===== config.mk =====
export PLATFORM = sky130hd
export DESIGN_NAME = control_sequencer
export DESIGN_NICKNAME = d
export VERILOG_FILES = /design/src/rtl/control_sequencer.sv
export SDC_FILE = /design/constraint.sdc
export NUM_CORES = 1
export LEC_CHECK = 0
export CAP_MARGIN = 0
export CORE_MARGIN = 1
export CORE_UTILIZATION = 34
export CTS_CLUSTER_DIAMETER = 50
export CTS_CLUSTER_SIZE = 24
export DETAILED_ROUTE_END_ITERATION = 12
export GPL_ROUTABILITY_DRIVEN = 0
export PLACE_DENSITY = 0.88
export SETUP_SLACK_MARGIN = 0.4
export SLEW_MARGIN = 20
export SYNTH_ARGS = -nofsm -noshare
export SYNTH_HDL_FRONTEND = slang
export SYNTH_SLANG_ARGS = --single-unit

===== constraint.sdc =====
create_clock -name CLK -period 4.09 [get_ports CLK]
set_clock_uncertainty 0.1 [all_clocks]
set_input_delay 1.0225 -clock CLK [delete_from_list [all_inputs] [get_ports CLK]]
set_output_delay 1.0225 -clock CLK [all_outputs]
set_load 0.1 [all_outputs]

===== src/rtl/control_sequencer.sv =====
// control_sequencer: microcoded Moore sequencer producing the 32-bit data_path
// control word (fetch, decode, DP / load-store / branch execute).
// Optional MFC timeout to a sticky FAULT state: define CU_MFC_TIMEOUT_EN.
module control_sequencer #(
  parameter int unsigned MFC_TIMEOUT = 16
) (
  input  logic        CLK,
  input  logic        CLR,
  input  logic [31:0] IR_Out,
  input  logic        MFC,
  input  logic [3:0]  Flags,
  output logic [31:0] CW,
  output logic [4:0]  STATE,
  output logic        FAULT
);

  localparam int unsigned CNT_W = 5;

  // Control word field layout, MSB first.
  typedef struct packed {
    logic       mfa;
    logic       rw_ram;
    logic       salu;
    logic       rf_rw;
    logic       ssab;
    logic       ssop;
    logic       sma;
    logic       sta;
    logic       mar_en;
    logic       sr_en;
    logic       mdr_en;
    logic       ir_en;
    logic       sht_en;
    logic       ise_en;
    logic       sgn_en;
    logic       clr_n;
    logic [1:0] dss;
    logic [1:0] wra;
    logic [1:0] sra;
    logic [1:0] srb;
    logic [1:0] sise;
    logic [1:0] salub;
    logic [3:0] alua;
  } cw_t;

  typedef enum logic [4:0] {
    S_RESET      = 5'd0,
    S_FETCH_MAR  = 5'd1,
    S_FETCH_READ = 5'd2,
    S_FETCH_IR   = 5'd3,
    S_PC_INC     = 5'd4,
    S_DECODE     = 5'd5,
    S_DP_EXEC    = 5'd6,
    S_LS_ADDR    = 5'd7,
    S_LS_READ    = 5'd8,
    S_LS_LOAD    = 5'd9,
    S_LS_WRITE   = 5'd10,
    S_BR_EXEC    = 5'd11,
    S_FAULT      = 5'd12
  } state_t;

  localparam cw_t IDLE_CW       = cw_t'(32'h10F1_0000);
  localparam cw_t RESET_CW      = cw_t'(32'h00F0_0000);
  localparam cw_t FETCH_MAR_CW  = cw_t'(32'h1471_013D);
  localparam cw_t FETCH_READ_CW = cw_t'(32'hC0F1_8000);
  localparam cw_t FETCH_IR_CW   = cw_t'(32'h02C1_0000);
  localparam cw_t PC_INC_CW     = cw_t'(32'h00F1_1414);

  state_t state;
  state_t state_next;
  cw_t    cw;
  logic   cond_ok;

  // ARM condition-code evaluation against {N,Z,C,V}.
  function automatic logic cond_pass(input logic [3:0] cond, input logic [3:0] flg);
    logic n;
    logic z;
    logic c;
    logic v;
    logic p;
    n = flg[3];
    z = flg[2];
    c = flg[1];
    v = flg[0];
    case (cond)
      4'b0000: p = z;
      4'b0001: p = ~z;
      4'b0010: p = c;
      4'b0011: p = ~c;
      4'b0100: p = n;
      4'b0101: p = ~n;
      4'b0110: p = v;
      4'b0111: p = ~v;
      4'b1000: p = c & ~z;
      4'b1001: p = ~c | z;
      4'b1010: p = (n == v);
      4'b1011: p = (n != v);
      4'b1100: p = ~z & (n == v);
      4'b1101: p = z | (n != v);
      4'b1110: p = 1'b1;
      default: p = 1'b0;
    endcase
    return p;
  endfunction

  // Condition outcome used only by DECODE.
  always_comb begin
    cond_ok = cond_pass(IR_Out[31:28], Flags);
  end

`ifdef CU_MFC_TIMEOUT_EN
  logic [CNT_W-1:0] wait_cnt;
  logic             in_wait;
  logic             timeout_hit;
  logic             fault_q;

  // Timeout fires on the cycle the MFC-low count would reach the limit.
  always_comb begin
    in_wait     = (state == S_FETCH_READ) || (state == S_LS_READ) ||
                  (state == S_LS_WRITE);
    timeout_hit = in_wait && !MFC &&
                  ((wait_cnt + CNT_W'(1)) == CNT_W'(MFC_TIMEOUT));
  end

  // Wait-cycle counter: cleared on every state change, counts MFC-low cycles.
  always_ff @(posedge CLK or posedge CLR) begin
    if (CLR) begin
      wait_cnt <= '0;
    end else if (state_next != state) begin
      wait_cnt <= '0;
    end else if (in_wait && !MFC) begin
      wait_cnt <= wait_cnt + CNT_W'(1);
    end
  end

  // Sticky fault flag, cleared only by CLR.
  always_ff @(posedge CLK or posedge CLR) begin
    if (CLR) begin
      fault_q <= 1'b0;
    end else if (state_next == S_FAULT) begin
      fault_q <= 1'b1;
    end
  end

  assign FAULT = fault_q;

  logic unused_ir;
  assign unused_ir = ^IR_Out[19:0];
`else
  logic timeout_hit;
  assign timeout_hit = 1'b0;
  assign FAULT       = 1'b0;

  logic unused_ir;
  assign unused_ir = ^{IR_Out[19:0], CNT_W'(MFC_TIMEOUT)};
`endif

  // State register.
  always_ff @(posedge CLK or posedge CLR) begin
    if (CLR) begin
      state <= S_RESET;
    end else begin
      state <= state_next;
    end
  end

  // Next-state and Moore control-word decode.
  always_comb begin
    state_next = state;
    cw         = IDLE_CW;
    case (state)
      S_RESET: begin
        cw         = RESET_CW;
        state_next = S_FETCH_MAR;
      end
      S_FETCH_MAR: begin
        cw         = FETCH_MAR_CW;
        state_next = S_FETCH_READ;
      end
      S_FETCH_READ: begin
        cw = FETCH_READ_CW;
        if (MFC) begin
          state_next = S_FETCH_IR;
        end else if (timeout_hit) begin
          state_next = S_FAULT;
        end
      end
      S_FETCH_IR: begin
        cw         = FETCH_IR_CW;
        state_next = S_PC_INC;
      end
      S_PC_INC: begin
        cw         = PC_INC_CW;
        state_next = S_DECODE;
      end
      S_DECODE: begin
        state_next = S_FETCH_MAR;
        if (cond_ok) begin
          case (IR_Out[27:25])
            3'b000, 3'b001: state_next = S_DP_EXEC;
            3'b010:         state_next = S_LS_ADDR;
            3'b101:         state_next = S_BR_EXEC;
            default:        state_next = S_FETCH_MAR;
          endcase
        end
      end
      S_DP_EXEC: begin
        cw.alua    = IR_Out[24:21];
        cw.salub   = IR_Out[25] ? 2'b10 : 2'b00;
        cw.rf_rw   = (IR_Out[24:23] == 2'b10);
        cw.sr_en   = ~IR_Out[20];
        state_next = S_FETCH_MAR;
      end
      S_LS_ADDR: begin
        cw.alua    = IR_Out[23] ? 4'b0100 : 4'b0010;
        cw.salub   = 2'b10;
        cw.mar_en  = 1'b0;
        state_next = IR_Out[20] ? S_LS_READ : S_LS_WRITE;
      end
      S_LS_READ: begin
        cw.mfa    = 1'b1;
        cw.rw_ram = 1'b1;
        cw.mdr_en = 1'b0;
        if (MFC) begin
          state_next = S_LS_LOAD;
        end else if (timeout_hit) begin
          state_next = S_FAULT;
        end
      end
      S_LS_LOAD: begin
        cw.rf_rw   = 1'b0;
        cw.dss     = 2'b01;
        cw.alua    = 4'b1101;
        cw.salub   = 2'b01;
        state_next = S_FETCH_MAR;
      end
      S_LS_WRITE: begin
        cw.mfa    = 1'b1;
        cw.rw_ram = 1'b0;
        cw.sma    = 1'b1;
        if (MFC) begin
          state_next = S_FETCH_MAR;
        end else if (timeout_hit) begin
          state_next = S_FAULT;
        end
      end
      S_BR_EXEC: begin
        cw.rf_rw   = 1'b0;
        cw.wra     = 2'b01;
        cw.sra     = 2'b01;
        cw.salub   = 2'b10;
        cw.alua    = 4'b0100;
        cw.sgn_en  = 1'b1;
        state_next = S_FETCH_MAR;
      end
      S_FAULT: begin
        state_next = S_FAULT;
      end
      default: begin
        state_next = S_RESET;
      end
    endcase
  end

  assign CW    = cw;
  assign STATE = state;

endmodule


==> qor.txt, run 1 <==
status = completed
Non-clk bufs = 44
max reg flops = 4
Initial Utilization = 0.377
DP HPWL = 1860 um
Num CTS Buffers = 3
Syn-to-layout area delta = 50.4%
fillers = 198
1st-iter DRT viols = 19
Peak Freq = 307 MHz
final core occ = 0.567
Die Span X = 52.5 um
Placement Setup Slack = 834 ps
layout clock buffer count = 3
CP bufs+invs = 2
Yosys chip area = 866 um2
worst reg2reg path startpoint = STATE[2]$_DFFE_PP0P_
Routed Antenna Nets = 0
Worst Tran Pin Value = 960 ps
Signal buf overhead = 0.321
Worst Hold Endpoint = STATE[1]$_DFFE_PP0P_
Top Layout Cells = buf_4, clkdlybuf4s50_1, nand2_1, nor2_1, conb_1
Netlist Area Pre-Place = 866 um2
number of distinct library cells after synthesis = 41
CP max-delay cell = clkdlybuf4s50_1
min cycle time layout = 3260 ps
nets = 205
Synth area leaders = buf_4, dfrtp_1, nand2_1, nand2b_1, nor2_1
max_slew headroom = 0.358
Setup crit end kind = output port
Post-CTS Hold Buffers = 0
n_diodes = 0
post-synth top area cell = buf_4
Async SR Flop Fraction = 1.00
final setup fails = 0
run 1: metal layers:
| layer | track usage | wire length [um] | vias up |
|---|---|---|---|
| met3 | 0.0203 | 100 | 5 |
| li1 | - | - | 498 |
| met5 | 0 | 0 | - |
| met4 | 0.0921 | 44 | 0 |
| met2 | 0.302 | 1210 | 33 |
| met1 | 0.206 | 987 | 456 |
run 1: kinds of logic after synthesis:
logic type	after synthesis
buf+inv	29
xor+xnor	2
flops	4
compound gates	33
mux	5
simple gates	55
other cells	1
run 1: stage by stage:
step,cell area [um2],setup TNS [ps],hold slack (ps)
finish,1300,0,709
global route,1300,0,775
CTS,1300,0,710
detailed placement,1280,0,705
global placement,1280,0,694
floorplan,982,-218,689
Fig. 1: run 1, gate families picked out
(6 px per um)
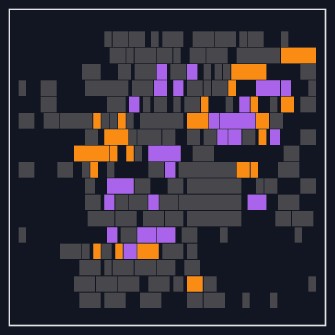
- nor cells: orange (cells 22)
- aoi and oai cells: purple (cells 23)
logic share of the area: 0.537
Layout Cells excl Fill: 192

Fig. 2: run 1, floorplan with the power grid
(8 px per um) Pins as bars on the die edge.
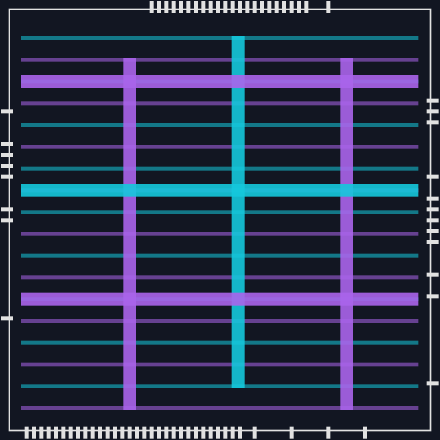
- VSS: purple
- VDD: cyan
- signal pins: 77
- met1 rails: 18
- met5 straps: 3
Die Span Y: 52.5 um
Core Footprint: 2300 um2

Fig. 3: run 1, routed clock nets over the placement
(6 px per um)
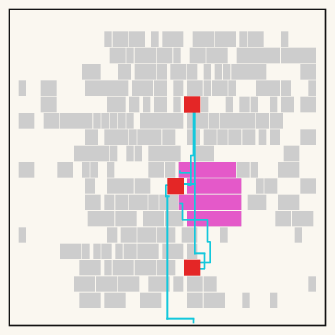
- clock wires: cyan (length 96.8 um)
- flip-flops: magenta (count 4)
- clock-net drivers: red (count 3)
- routed clock nets: 4
clk latency late pin: 240 ps

--- run 2 (diff from run 1) ---
- CORE_UTILIZATION: 34 -> 31
- PLACE_DENSITY: 0.88 -> 0.81
- clock period: 4.09 -> 3.4 ns (I/O delays scaled with it)
Fig. 4: run 2, clock wiring as the flow saved it
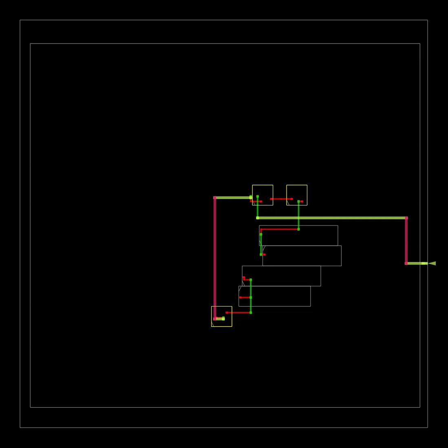
Num CTS Buffers: 3
layout clock buffer count: 3

==> qor.txt, run 2 <==
Peak Freq = 344 MHz
worst hold margin = 697 ps (was 709 ps)
final core occ = 0.564 (was 0.567)
Post-CTS Hold Buffers = 0 (unchanged)
nets = 205 (unchanged)
Signal buf overhead = 0.328 (was 0.321)
DP HPWL = 2110 um (was 1860 um)
M2 GR Usage = 0.325 (was 0.302)
final instance area = 1450 um2 (was 1300 um2)
DR WL met2 = 1410 um (was 1210 um)
Non-clk bufs = 44 (unchanged)
Die Span Y = 54.9 um (was 52.5 um)
clk latency late pin = 240 ps (about the same)
Top Usage Layer GRT = met2 (unchanged)
Top Layout Cells = clkdlybuf4s50_1, buf_4, nand2_1, conb_1, nor2_1 (was buf_4, clkdlybuf4s50_1, nand2_1, nor2_1, conb_1)
M1 wire length = 1120 um (was 987 um)
top layer in use = met4 (unchanged)
Netlist Area Pre-Place = 866 um2 (unchanged)
Die Span X = 54.9 um (was 52.5 um)
Async SR Flop Fraction = 1.00 (unchanged)
yosys aoi share = 0.275 (unchanged)
logic share of the area = 0.537 (about the same)
1st-iter DRT viols = 20 (was 19)
status = completed (unchanged)
max reg flops = 4 (unchanged)
Area after DPL = 1430 um2 (was 1280 um2)
met1 Usage GRT = 0.241 (was 0.206)
final setup TNS = 0 ps (unchanged)
metal3 WL = 124 um (was 100 um)
fillers = 234 (was 198)
Core Footprint = 2570 um2 (was 2300 um2)
Layout Cells excl Fill = 194 (was 192)
final setup fails = 0 (unchanged)
Yosys chip area = 866 um2 (unchanged)
post-synth top area cell = buf_4 (unchanged)
CP bufs+invs = 2 (unchanged)
Placement Setup Slack = 501 ps (was 834 ps)
==> run 2: worst paths after layout <==
| path | start | end | slack, ps | cells past startpoint |
|---|---|---|---|---|
| hold / removal | CLR | STATE[0]$_DFFE_PP0P_ | 700 | 2 |
| max in group asynchronous | CLR | STATE[3]$_DFFE_PP0P_ | 2340 | 2 |
| setup reg to reg | STATE[2]$_DFFE_PP0P_ | STATE[2]$_DFFE_PP0P_ | 1670 | 5 |
| setup / recovery | IR_Out[25] | CW[5] | 490 | 4 |
| hold reg to reg | STATE[3]$_DFFE_PP0P_ | STATE[1]$_DFFE_PP0P_ | 700 | 2 |
| min in group CLK | STATE[3]$_DFFE_PP0P_ | STATE[1]$_DFFE_PP0P_ | 700 | 2 |
--- run 3 (diff from run 2) ---
- CORE_UTILIZATION: 31 -> 50
- DONT_BUFFER_PORTS: unset -> 1
- PLACE_DENSITY: 0.81 -> 0.66
- RECOVER_POWER: unset -> 25
Fig. 5: run 3, routed clock nets over the placement
(6 px per um)
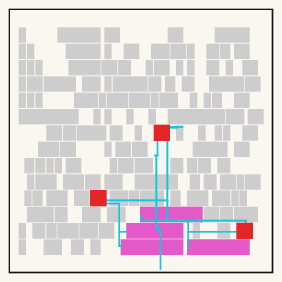
- clock wires: cyan (length 108 um)
- clock-net drivers: red (count 3)
- flip-flops: magenta (count 4)
- routed clock nets: 4
clk latency late pin: 250 ps

==> qor.txt, run 3 <==
final setup TNS = 0 ps (unchanged)
Peak Freq = 341 MHz (was 344 MHz)
Initial Utilization = 0.555 (was 0.337)
Signal buf overhead = 0.157 (was 0.328)
grt met3 use = 0.0458 (was 0.0333)
failing checks = design-rule violations
min cycle time layout = 2940 ps (was 2910 ps)
n_diodes = 0 (unchanged)
drt drc = 3 (was 0)
Yosys chip area = 866 um2 (unchanged)
Setup crit end kind = output port (unchanged)
Non-clk bufs = 19 (was 44)
yosys aoi share = 0.275 (unchanged)
max reg flops = 4 (unchanged)
Top Layout Cells = buf_4, nand2_1, conb_1, nor2_1 (was clkdlybuf4s50_1, buf_4, nand2_1, conb_1, nor2_1)
worst hold margin = 262 ps (was 697 ps)
fillers = 124 (was 234)
status = complete, but fails checks (was completed)
Die Span X = 43.6 um (was 54.9 um)
nets = 180 (was 205)
max_slew headroom = 0.587
layout clock buffer count = 3 (unchanged)
Async SR Flop Fraction = 1.00 (unchanged)
final core occ = 0.717 (was 0.564)
final setup fails = 0 (unchanged)
setup slack, reg-to-reg = 1510 ps (was 1670 ps)
Placement Setup Slack = 732 ps (was 501 ps)
Layout Cells excl Fill = 155 (was 194)
Area after DPL = 1110 um2 (was 1430 um2)
Synth area leaders = buf_4, dfrtp_1, nand2_1, nand2b_1, nor2_1 (unchanged)
Worst Tran Pin Value = 619 ps
number of distinct library cells after synthesis = 41 (unchanged)
CP max-delay cell = dfrtp_4 (was clkdlybuf4s50_1)
final instance area = 1120 um2 (was 1450 um2)
met1 Usage GRT = 0.281 (was 0.241)
Syn-to-layout area delta = 29.2% (was 67.2%)
Die Span Y = 43.6 um (was 54.9 um)
Num CTS Buffers = 3 (unchanged)
M2 GR Usage = 0.427 (was 0.325)
Top Usage Layer GRT = met2 (unchanged)
CP bufs+invs = 1 (was 2)
Core Footprint = 1560 um2 (was 2570 um2)
Routed Antenna Nets = 0 (unchanged)
run 3: cell counts after synthesis:
Identical to the previous run, type by type.
run 3: final timing paths:
path	start	end	cells past startpoint
setup / recovery	STATE[1]$_DFFE_PP0P_	CW[30]	4
hold / removal	CLR	STATE[1]$_DFFE_PP0P_	1
setup reg to reg	STATE[2]$_DFFE_PP0P_	STATE[0]$_DFFE_PP0P_	5
hold reg to reg	STATE[2]$_DFFE_PP0P_	STATE[2]$_DFFE_PP0P_	2
max in group asynchronous	CLR	STATE[0]$_DFFE_PP0P_	1
min in group CLK	STATE[2]$_DFFE_PP0P_	STATE[2]$_DFFE_PP0P_	2
run 3: layer usage:
layer,share of wire,wire length [um],vias up
li1,-,-,447
met1,0.37,815,419
met2,0.53,1160,47
met3,0.081,177,5
met4,0.012,27,0
met5,0,0,-

## Gallery

Routed metal, one color a layer.
panel A
(12 px per um)
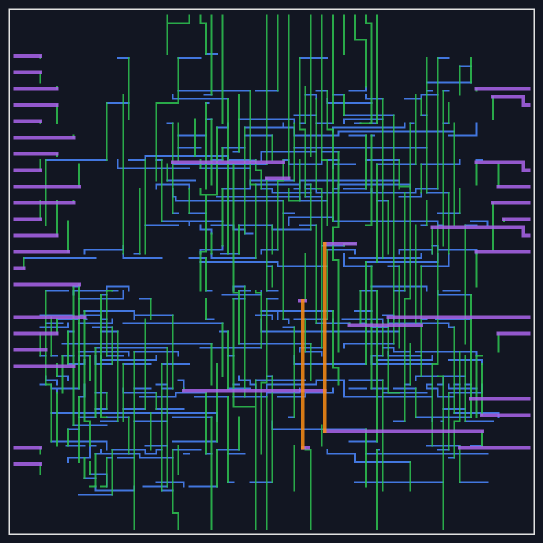
panel B
(8 px per um)
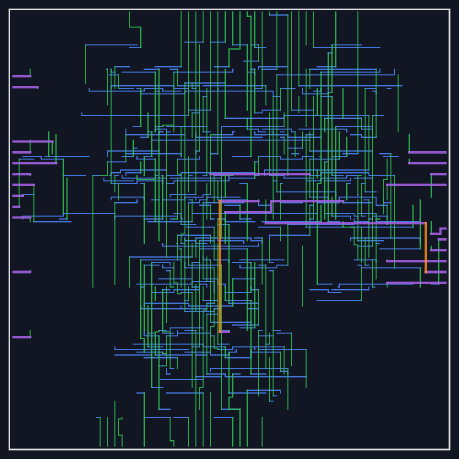
- run 2 = panel B
- run 3 = panel A
Of these, largest die: panel B
Of these, most wire: panel B

